==> run_1/placement.png <==
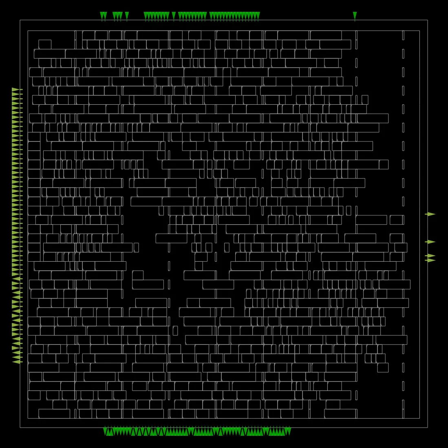
==> run_1/layer_met3.png <==
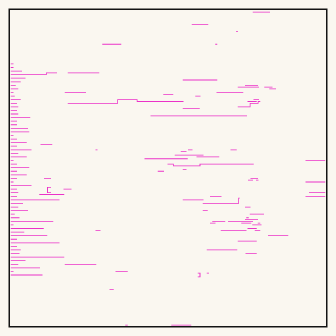
==> run_1/cell_density.png <==
The die is cut into 12 by 12 equal tiles; white is low, dark blue is high, 0 to 100% covered.
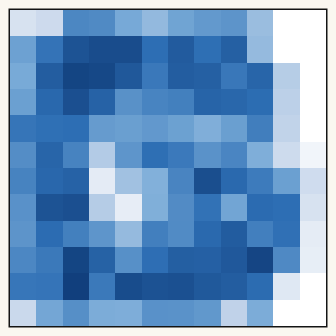
## config.mk

```make
export PLATFORM = sky130hd
export DESIGN_NAME = imem_load_run_ctrl
export DESIGN_NICKNAME = d
export VERILOG_FILES = /design/src/rtl/riscv_ctrl_pkg.sv /design/src/rtl/imem_load_run_ctrl.sv
export SDC_FILE = /design/constraint.sdc
export NUM_CORES = 1
export LEC_CHECK = 0
export CORE_MARGIN = 2
export CORE_UTILIZATION = 45
export DETAILED_ROUTE_END_ITERATION = 8
export GPL_TIMING_DRIVEN = 0
export PLACE_DENSITY = 0.81
export SETUP_SLACK_MARGIN = 0.4
export SYNTH_ARGS = -nofsm -noshare
export SYNTH_HDL_FRONTEND = slang
export SYNTH_SLANG_ARGS = --single-unit
export TNS_END_PERCENT = 1
```

## constraint.sdc

```tcl
create_clock -name clk -period 4.85 [get_ports clk]
set_clock_uncertainty 0.15 [all_clocks]
set_input_delay 0.97 -clock clk [delete_from_list [all_inputs] [get_ports clk]]
set_output_delay 0.97 -clock clk [all_outputs]
set_load 0.01 [all_outputs]
```

## src/rtl/riscv_ctrl_pkg.sv

```systemverilog
// Shared definitions for the IMEM load/run sequencer, the single-cycle core top and benches.
package riscv_ctrl_pkg;

    localparam int IMEM_DEPTH    = 64;
    localparam int INSTR_W       = 32;
    localparam int RUN_W_DEFAULT = 16;

    typedef enum logic [2:0] {
        IDLE,
        ACCEPT,
        WRITE,
        STEP,
        REWIND,
        RUN,
        DONE
    } ctrl_state_t;

endpackage

```

## src/rtl/imem_load_run_ctrl.sv

```systemverilog
// Streams a program into the core IMEM via the write/up/down pointer pins, rewinds the
// pointer to word 0, then runs the core until a cycle budget or halt-PC match.
module imem_load_run_ctrl
    import riscv_ctrl_pkg::*;
#(
    parameter int DEPTH = IMEM_DEPTH,
    parameter int LEN_W = $clog2(DEPTH) + 1,
    parameter int RUN_W = RUN_W_DEFAULT
) (
    input  logic               clk,
    input  logic               reset,
    input  logic               cmd_load,
    input  logic [LEN_W-1:0]   load_len,
    input  logic               instr_valid,
    input  logic [INSTR_W-1:0] instr_data,
    output logic               instr_ready,
    input  logic               cmd_run,
    input  logic [RUN_W-1:0]   run_cycles,
    input  logic [31:0]        halt_pc,
    input  logic [31:0]        cpu_pc,
    output logic               cpu_start,
    output logic [INSTR_W-1:0] cpu_imem_wr_instr,
    output logic               cpu_imem_wr_en,
    output logic               cpu_up,
    output logic               cpu_down,
    output logic               busy,
    output logic               done,
    output logic               halted,
    output logic               err
);

    localparam logic [LEN_W-1:0] DEPTH_L = LEN_W'(DEPTH);

    ctrl_state_t        state_q, state_d;
    logic [LEN_W-1:0]   word_cnt_q, word_cnt_d;
    logic [LEN_W-1:0]   len_q, len_d;
    logic [RUN_W-1:0]   run_cnt_q, run_cnt_d;
    logic [RUN_W-1:0]   budget_q, budget_d;
    logic [31:0]        halt_pc_q, halt_pc_d;
    logic [INSTR_W-1:0] wr_instr_q, wr_instr_d;
    logic               wr_en_q, wr_en_d;
    logic               up_q, up_d;
    logic               down_q, down_d;
    logic               start_q, start_d;
    logic               done_q, done_d;
    logic               halted_q, halted_d;
    logic               err_q, err_d;
    logic [RUN_W-1:0]   run_next;

    always_comb begin
        state_d    = state_q;
        word_cnt_d = word_cnt_q;
        len_d      = len_q;
        run_cnt_d  = run_cnt_q;
        budget_d   = budget_q;
        halt_pc_d  = halt_pc_q;
        wr_instr_d = wr_instr_q;
        halted_d   = 1'b0;
        err_d      = 1'b0;
        run_next   = run_cnt_q + 1'b1;

        case (state_q)
            IDLE: begin
                if (cmd_load) begin
                    err_d = cmd_run;
                    if (load_len > DEPTH_L) begin
                        err_d = 1'b1;
                    end else if (load_len == '0) begin
                        state_d = DONE;
                    end else begin
                        len_d      = load_len;
                        word_cnt_d = '0;
                        state_d    = ACCEPT;
                    end
                end else if (cmd_run) begin
                    budget_d  = run_cycles;
                    halt_pc_d = halt_pc;
                    run_cnt_d = '0;
                    state_d   = (run_cycles == '0) ? DONE : RUN;
                end
            end
            ACCEPT: begin
                if (instr_valid) begin
                    wr_instr_d = instr_data;
                    state_d    = WRITE;
                end
            end
            WRITE: state_d = STEP;
            STEP: begin
                word_cnt_d = word_cnt_q + 1'b1;
                state_d    = (word_cnt_d == len_q) ? REWIND : ACCEPT;
            end
            // Word counter counts back down so REWIND lasts exactly load_len cycles.
            REWIND: begin
                word_cnt_d = word_cnt_q - 1'b1;
                if (word_cnt_q == LEN_W'(1)) begin
                    state_d = DONE;
                end
            end
            RUN: begin
                run_cnt_d = run_next;
                if (cpu_pc == halt_pc_q) begin
                    state_d  = DONE;
                    halted_d = 1'b1;
                end else if (run_next == budget_q) begin
                    state_d = DONE;
                end
            end
            DONE:    state_d = IDLE;
            default: state_d = IDLE;
        endcase

        if ((state_q != IDLE) && (cmd_load || cmd_run)) begin
            err_d = 1'b1;
        end

        // Outputs are registered from the next state so each one tracks its state exactly.
        wr_en_d = (state_d == WRITE);
        up_d    = (state_d == STEP);
        down_d  = (state_d == REWIND);
        start_d = (state_d == RUN);
        done_d  = (state_d == DONE);
    end

    always_ff @(posedge clk or posedge reset) begin
        if (reset) begin
            state_q    <= IDLE;
            word_cnt_q <= '0;
            len_q      <= '0;
            run_cnt_q  <= '0;
            budget_q   <= '0;
            halt_pc_q  <= '0;
            wr_instr_q <= '0;
            wr_en_q    <= 1'b0;
            up_q       <= 1'b0;
            down_q     <= 1'b0;
            start_q    <= 1'b0;
            done_q     <= 1'b0;
            halted_q   <= 1'b0;
            err_q      <= 1'b0;
        end else begin
            state_q    <= state_d;
            word_cnt_q <= word_cnt_d;
            len_q      <= len_d;
            run_cnt_q  <= run_cnt_d;
            budget_q   <= budget_d;
            halt_pc_q  <= halt_pc_d;
            wr_instr_q <= wr_instr_d;
            wr_en_q    <= wr_en_d;
            up_q       <= up_d;
            down_q     <= down_d;
            start_q    <= start_d;
            done_q     <= done_d;
            halted_q   <= halted_d;
            err_q      <= err_d;
        end
    end

    assign instr_ready       = (state_q == ACCEPT);
    assign busy              = (state_q != IDLE);
    assign cpu_imem_wr_instr = wr_instr_q;
    assign cpu_imem_wr_en    = wr_en_q;
    assign cpu_up            = up_q;
    assign cpu_down          = down_q;
    assign cpu_start         = start_q;
    assign done              = done_q;
    assign halted            = halted_q;
    assign err               = err_q;

endmodule
```

==> changes_impl.md, run 1 <==
### Physical design

* Io pins at ~170
* DP Cell Count at ~940
* Summed standard-cell area reported by yosys at around 6100 µm²
* GPL Wtd Cong at just over 0.9
* Diode count at 0
* Row count at 42
* Pre-CTS WS at between 1000 and 1500 ps
* Maximum VDD drop at around 0.35 mV
* Worst Hold Class: reg -> reg
* Most instantiated logic cells after routing: clkdlybuf4s50_1, nand2_1, dfrtp_1
* Ys flop type: dfrtp_1
* WS Path Type: in -> reg
* First-pass GRT wire length at between 20,000 and 30,000 µm
* Final Max Tran Viols at 0
* Reg-to-reg critical path endpoint: cpu_start
* Status: finished, final reports clean
* Antenna violations before repair at 0
* CTS tree: yes
* Fmax at a little under 300 MHz
* Latency at later pin at around 420 ps
* Critical R2R Launch: run_cnt_q[0]
* TritonCTS Buffers at 17
* CTS Root Cell: clkbuf_16
* Slew @ Worst Pin at ~660 ps
* Library cells used by synthesis at 57
* Registers, synthesis at between 100 and 150
* Synth Seq Share at between 40% and 50%
* P_leak at 3.582 nW
* Clk slew on worst S/H paths at approximately 50 ps
* Total GRT Usage at between 20% and 30%
* Clock Sinks at between 100 and 150
* CP startpoint kind: input port
* Final period util at 70.39%
* Vias per std cell at around 5.3
* Min Tclk post-route at 3414 ps
* Logic gate share of total power at 39.2%
* Yosys top cell by area: dfrtp_1
* # DRC at 0
* Die X at around 120 µm
* Dpl hpwl at between 10,000 and 15,000 µm
* CP Data Arrival Time at between 3000 and 4000 ps
* Endpoints failing hold at 0
* Sequential power share at between 30% and 40%
* Setup violations, final at 0
* Number of nets at floorplan at between 700 and 800
* Final worst slack at roughly 1400 ps
* Cells on worst reg2reg path at 9
* Net Switching at 1.699 mW
* FP Core Util at 46.00%
* Share of post-route cells with drive strength above 1 at 13.05%
* Synth Cell Area at between 6000 and 7000 µm²
* Syn Inst Count at 600
* Internal at about 3.4 mW
* Post-route antenna net violation count at 0
* Setup slack, reg-to-reg at about 1900 ps
* Core area at about 13,000 µm²
* Synth Warn # at 0
* EDFF count, synth at 0
* Log Warnings at 28
* Layout area overhead at 41.62%
* Post-layout util at approximately two thirds
* Via count at ~5,200
* Die Y at 120.1 µm
Back to the opening pictures, placement.png:
flop count: 120
# Taps: 176

Back to the opening pictures, layer_met3.png:
wire length on this layer: 756 µm
longest straight run: 36.3 µm
main direction: horizontal
share of all routed wire: 4.7%
Post-Route WL: 16,140 µm
met3 Track Usage GR: 4.705%

Back to the opening pictures, cell_density.png:
tiles over 75% full: 30%
emptiest ninth of the die: top right
nearly empty tiles: 6.9%

==> run 1: stage by stage <==
stage | hold WS [ps] | instance area, µm² | total power, mW
floorplan | 316.8 | 6067 | 2.969
global placement | 328.6 | 7929 | 3.664
detailed placement | 334.0 | 7961 | 3.751
CTS | 349.1 | 8592 | 5.118
global route | 365.2 | 8592 | 5.404
finish | 347.5 | 8592 | 5.099
==> run 1: how the worst max path moves through the flow <==
stage / start / endpoint / slack (ps)
after detailed placement: cmd_load / halt_pc_q[15] / 1040
final: cmd_load / halt_pc_q[26] / 1440
after global routing: cmd_load / halt_pc_q[15] / 1140
after floorplan: reset / budget_q[0] / 540
after CTS: cmd_load / halt_pc_q[26] / 1450
after global placement: reset / budget_q[0] / -1050
==> run 1: worst max-delay path, stage by stage <==
cell and delay [ps]:
clkdlybuf4s50_1 490, nor4_1 400, and2_1 180, clkbuf_1 400
clkbuf_1 570, clkbuf_1 420, nand2_1 110, nand2_1 80
==> run 1: metal layers <==
layer,track usage [%],part of all wire (%),vias to the layer above
li1,-,-,2451
met1,28.40,41,2526
met2,40.77,52,174
met3,4.705,4.7,35
met4,10.15,2.5,0
met5,0,0,-
==> run 1: power groups by stage <==
stage,clock [mW],sequential [mW],combinational (mW)
2_1_floorplan,0,1.76,1.21
3_3_place_gp,0,1.74,1.92
3_5_place_dp,0,1.77,1.99
4_1_cts,1.36,1.76,2.00
5_1_grt,1.41,1.81,2.19
6_report,1.35,1.75,2.00
==> run 1: cells in the mapped netlist (all sizes together), types with 2 or more instances <==
| cell type | count |
|---|---|
| or3 | 5 |
| nand3b | 2 |
| or4 | 3 |
| nand3 | 16 |
| and2 | 4 |
| o41ai | 3 |
| ha | 4 |
| a221o | 2 |
| o22ai | 6 |
| and3b | 2 |
| clkbuf | 28 |
| xnor2 | 56 |
| nor2 | 31 |
| o31ai | 3 |
| nand2 | 128 |
| a31oi | 3 |
| and3 | 3 |
| mux2i | 2 |
| a221oi | 3 |
| inv | 11 |
| o21a | 2 |
| a21oi | 12 |
| mux2 | 53 |
| dfrtp | 120 |
| nor3 | 13 |
| o21ai | 31 |
| a22oi | 2 |
| nor3b | 3 |
| nor4 | 12 |
| xor2 | 7 |
| nand4 | 15 |
==> run 1: registers in the layout (all words and copies together), names as in the netlist, 3 cells and up <==
name and cells:
halt_pc_q 32, run_cnt_q 16, state_q 3, cpu_imem_wr_instr 32
word_cnt_q 7, budget_q 16, len_q 7
==> run 1: layout make-up <==
type | count | area, µm² | share of cell area, %
clock buffers | 21 | 460.4 | 5.359
clock inverters | 11 | 170.2 | 1.980
multi-input cells | 440 | 2869 | 33.39
repair buffers | 165 | 1669 | 19.43
flip-flops and latches | 120 | 3003 | 34.95
well taps | 176 | 220.2 | 2.563
inverters | 11 | 46.29 | 0.5388
plain buffers | 29 | 153.9 | 1.791
==> run 1: logic make-up (layout without fill, tap and decap cells) <==
family          after synthesis  count (layout)  share of synthesized area (%)
compound gates               76              76                          8.084
xor+xnor                     64              64                          9.466
fa+ha+maj                     4               4                         0.8249
buf+inv                      40             237                          3.217
flops                       120             120                          49.49
mux                          55              55                          10.17
simple gates                241             241                          18.75
==> run_1/clk_routes.png <==
Bar = 20 µm.
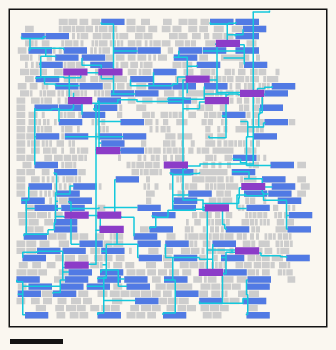

==> run 2: changes to the inputs <==
--- a/config.mk
+++ b/config.mk
@@ -6,10 +6,10 @@
 export NUM_CORES = 1
 export LEC_CHECK = 0
 export CORE_MARGIN = 2
-export CORE_UTILIZATION = 45
+export CORE_UTILIZATION = 44
 export DETAILED_ROUTE_END_ITERATION = 8
 export GPL_TIMING_DRIVEN = 0
-export PLACE_DENSITY = 0.81
+export PLACE_DENSITY = 0.83
 export SETUP_SLACK_MARGIN = 0.4
 export SYNTH_ARGS = -nofsm -noshare
 export SYNTH_HDL_FRONTEND = slang
==> constraint.sdc (replaced) <==
create_clock -name clk -period 2.9 [get_ports clk]
set_clock_uncertainty 0.15 [all_clocks]
set_input_delay 0.58 -clock clk [delete_from_list [all_inputs] [get_ports clk]]
set_output_delay 0.58 -clock clk [all_outputs]
set_load 0.01 [all_outputs]
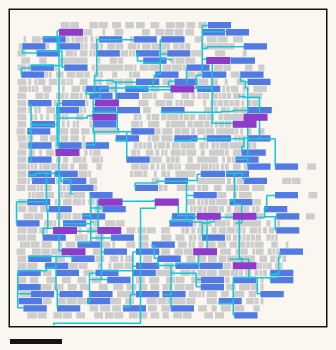
(run_2/clk_routes.png)
Bar = 20 µm.
[cyan] clock wires | length: 1,590 µm
[purple] clock drivers | count: 17
[blue] flip-flops | count: 120
flops lie: all over the die

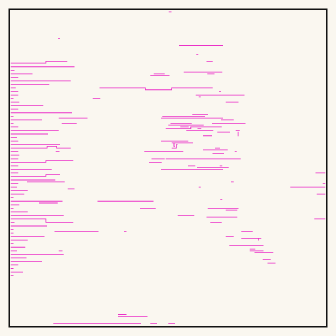
(run_2/layer_met3.png)
share of all routed wire: 7.0%
main direction: horizontal
longest straight run: 33.4 µm
nets with wire on the layer: 115
Post-Route WL: 16,190 µm
via count: 5,217
met3 Track Usage GR: 7.237%

==> run 2 against run 1 <==
Utilization increased by 1.4 points; worst hold slack worse by 5.3 ps; sequential power grew 67%; critical endpoint is now done; combinational power grew 73%; critical path depth rose by 1; highest routed layer unchanged; cell area rose by 3.3%; global-route usage decreased by 0.40 points; sequential share of layout area fell by 1.0 points; register-to-register slack lost 1700 ps.
==> changes_impl.md, run 2 <==
### Physical design

* Log Warnings at 31 (was 28)
* Count of buffers from port buffering at 164 (unchanged)
* Final period util at between 90% and 100%
* Worst path depth at 9 (was 8)
* Logic gate share of total power at 39.0% (was 39.2%)
* Most instantiated logic cells after routing: clkdlybuf4s50_1, nand2_1, dfrtp_1 (unchanged)
* Critical R2R Launch: run_cnt_q[1] (was run_cnt_q[0])
* Kind of cell adding the most delay to the critical path: simple AND/OR/NAND/NOR gates (was buffers and inverters)
* Synth Seq Share at 49.49% (unchanged)
* Maximum VDD drop at 0.6076 mV (was 0.3457 mV)
* Clk buf depth at 2 (unchanged)
* CTS tree: yes (unchanged)
* P_leak at 3.699 nW (was 3.582 nW)
* Library cells used by synthesis at 57 (unchanged)
* FILL cells at 1,053 (was 1,054)
* Slew @ Worst Pin at 572.9 ps (was 657.9 ps)
* Ys flop type: dfrtp_1 (unchanged)
* Reg-to-reg critical path endpoint: done (was cpu_start)
* Max incr delay on CP at 550 ps (was 570 ps)
* Setup slack, reg-to-reg at 230 ps (was 1900 ps)
* Syn Inst Count at 600 (unchanged)
* Dpl hpwl at 12,040 µm (was 12,100 µm)
* Io pins at 165 (unchanged)
* Cells on worst reg2reg path at 9 (unchanged)
* TritonCTS Buffers at 17 (unchanged)
* Power Dens Cells at 997.3 nW/µm² (was 593.4 nW/µm²)
* Registers, synthesis at 120 (unchanged)
* Slowest cell on the critical path: or4_4 (was clkbuf_1)
* Post-route cell area at 8877 µm² (was 8592 µm²)
* Endpoints failing hold at 0 (unchanged)
* Net Switching at 2.883 mW (was 1.699 mW)
* Syn avg cell area at 10.11 µm² (unchanged)
* EDFF count, synth at 0 (unchanged)
* Core area at 13,350 µm² (was 13,190 µm²)
* Summed standard-cell area reported by yosys at 6067 µm² (unchanged)
* DP Cell Count at 944 (was 941)
* GPL Wtd Cong at 0.8807 (was 0.9333)
* Tot Pwr at 8.853 mW (was 5.099 mW)
* Post-layout util at 66.51% (was 65.14%)
* First-pass GRT wire length at 26,360 µm (was 26,720 µm)
* Vias per std cell at 5.329 (was 5.330)
* Crit path max fanout at 8 (was 10)
* Clock Sinks at 120 (unchanged)
* Status: finished, final reports clean (unchanged)
* Yosys top cell by area: dfrtp_1 (unchanged)
* Share of post-route cells with drive strength above 1 at 17.43% (was 13.05%)
* Die Y at 121.4 µm (was 120.1 µm)
* Max_slew headroom at 61.73% (was 55.74%)
* Setup violations, final at 0 (unchanged)
* CTS Root Cell: clkbuf_16 (unchanged)
* Hold WS at 342.3 ps (was 347.5 ps)
* Count leader, synth: nand2_1 (unchanged)
* DP Area at 8013 µm² (was 7961 µm²)
* Final Max Tran Viols at 0 (unchanged)
* WS Path Type: reg -> reg (was in -> reg)
* Synth Warn # at 0 (unchanged)
* Cell Chain, Critical Path: ha_2 > buf_8 > nand2_8 > nor3_4 > or3_2 > o2111a_1 > or4_4 > o31ai_4 > and3b_1 (was clkdlybuf4s50_1 > nor4_1 > and2_1 > clkbuf_1 > clkbuf_1 > clkbuf_1 > nand2_1 > nand2_1)
* Fmax at between 300 and 400 MHz
* Vias in the first global route at 5,286 (was 5,411)
* Worst Hold Class: reg -> reg (unchanged)
* Async S/R FF share, synth at 100.0% (unchanged)
* Internal at 5.970 mW (was 3.400 mW)
* Latency at later pin at 420 ps (about the same)
* Number of nets at floorplan at 728 (unchanged)
* Synth Cell Area at 6067 µm² (unchanged)
* Die X at 121.4 µm (was 120.1 µm)
* Row count at 42 (unchanged)
* Min Tclk post-route at ~2700 ps
* Crit. Startpoint: run_cnt_q[1] (was cmd_load)
* Total GRT Usage at 23.13% (was 23.53%)
* # DRC at 0 (unchanged)
* Layout area overhead at 46.32% (was 41.62%)
* Sequential power share at 33.1% (was 34.4%)
* FP Core Util at 45.45% (was 46.00%)
* Antenna violations before repair at 0 (unchanged)
* Diode count at 0 (unchanged)
* Worst Setup EP: done (was halt_pc_q[26])
* Clk slew on worst S/H paths at 60 ps (was 50 ps)
* CP startpoint kind: flop (was input port)
* Post-synth top cells: nand2_1, dfrtp_1, xnor2_1, mux2_2 (unchanged)
* Post-route antenna net violation count at 0 (unchanged)
* Max-area cell share at 49.49% (unchanged)
* CP Data Arrival Time at 2850 ps (was 3620 ps)
* Bufs and invs on worst path at 1 (was 4)
run 2: logic make-up after synthesis:
| family | count (synthesis) | share of synthesized area (%) |
|---|---|---|
| buf+inv | 40 | 3.217 |
| mux | 55 | 10.17 |
| fa+ha+maj | 4 | 0.8249 |
| simple gates | 241 | 18.75 |
| xor+xnor | 64 | 9.466 |
| compound gates | 76 | 8.084 |
| flops | 120 | 49.49 |
run 2: worst min-delay path by stage:
| stage | start | end | slack (ps) | cells past startpoint |
|---|---|---|---|---|
| after floorplan | halt_pc_q[0] | halt_pc_q[0] | 320 | 2 |
| after global placement | halt_pc_q[13] | halt_pc_q[13] | 330 | 2 |
| after detailed placement | halt_pc_q[10] | halt_pc_q[10] | 330 | 2 |
| after CTS | halt_pc_q[10] | halt_pc_q[10] | 350 | 2 |
| after global routing | halt_pc_q[4] | halt_pc_q[4] | 360 | 2 |
| final | halt_pc_q[10] | halt_pc_q[10] | 340 | 2 |
run 2: repair_timing:
item / in CTS / in global routing
resized: 18 / 25
endpoints found under the setup margin: 91 / 78
pin swaps: 1 / 7
setup buffers: 2 / 1
run 2: power by group through the flow:
stage | clock (mW) | sequential [mW] | combinational [mW]
4_1_cts | 2.51 | 2.92 | 3.40
5_1_grt | 2.61 | 3.01 | 3.77
6_report | 2.48 | 2.93 | 3.45
3_5_place_dp | 0 | 2.94 | 3.31
2_1_floorplan | 0 | 2.95 | 2.02
3_3_place_gp | 0 | 2.91 | 3.21
run 2: per-layer routing:
layer | up-vias | track usage, % | routed length [µm]
met5 | - | 0 | 0
met4 | 0 | 9.626 | 436
met3 | 35 | 7.237 | 1133
met2 | 199 | 39.33 | 8383
met1 | 2518 | 27.04 | 6241
li1 | 2465 | - | -
run 2: final cells by class:
type                            count  area [µm²]  share of cell area, %
Clock inverter                     13       249.0                  2.805
Buffer                             29       176.4                  1.987
Inverter                           11       45.04                 0.5074
Tap cell                          176       220.2                  2.481
Clock buffer                       19       442.9                  4.989
Multi-Input combinational cell    440        2989                  33.67
Timing Repair Buffer              171        1744                  19.65
Sequential cell                   120        3010                  33.91
run 2: stage by stage:
stage	TNS, ps	setup WS, ps
6_report	0	234.9
5_1_grt	0	185.8
4_1_cts	0	256.1
3_5_place_dp	-19120	-507.4
3_3_place_gp	-77460	-537.6
2_1_floorplan	0	302.5
run 2: worst reg2reg max path, delay by kind of cell (launching register included):
| family | cells | cell delay (ps) |
|---|---|---|
| AND/OR/NAND/NOR | 5 | 1340 |
| flip-flops | 1 | 380 |
| AND-OR/OR-AND | 2 | 380 |
| adder cells (fa/ha/maj) | 1 | 200 |
| buffers and inverters | 1 | 140 |
Power figures rest on the tool's default switching activity, not on a simulated workload.
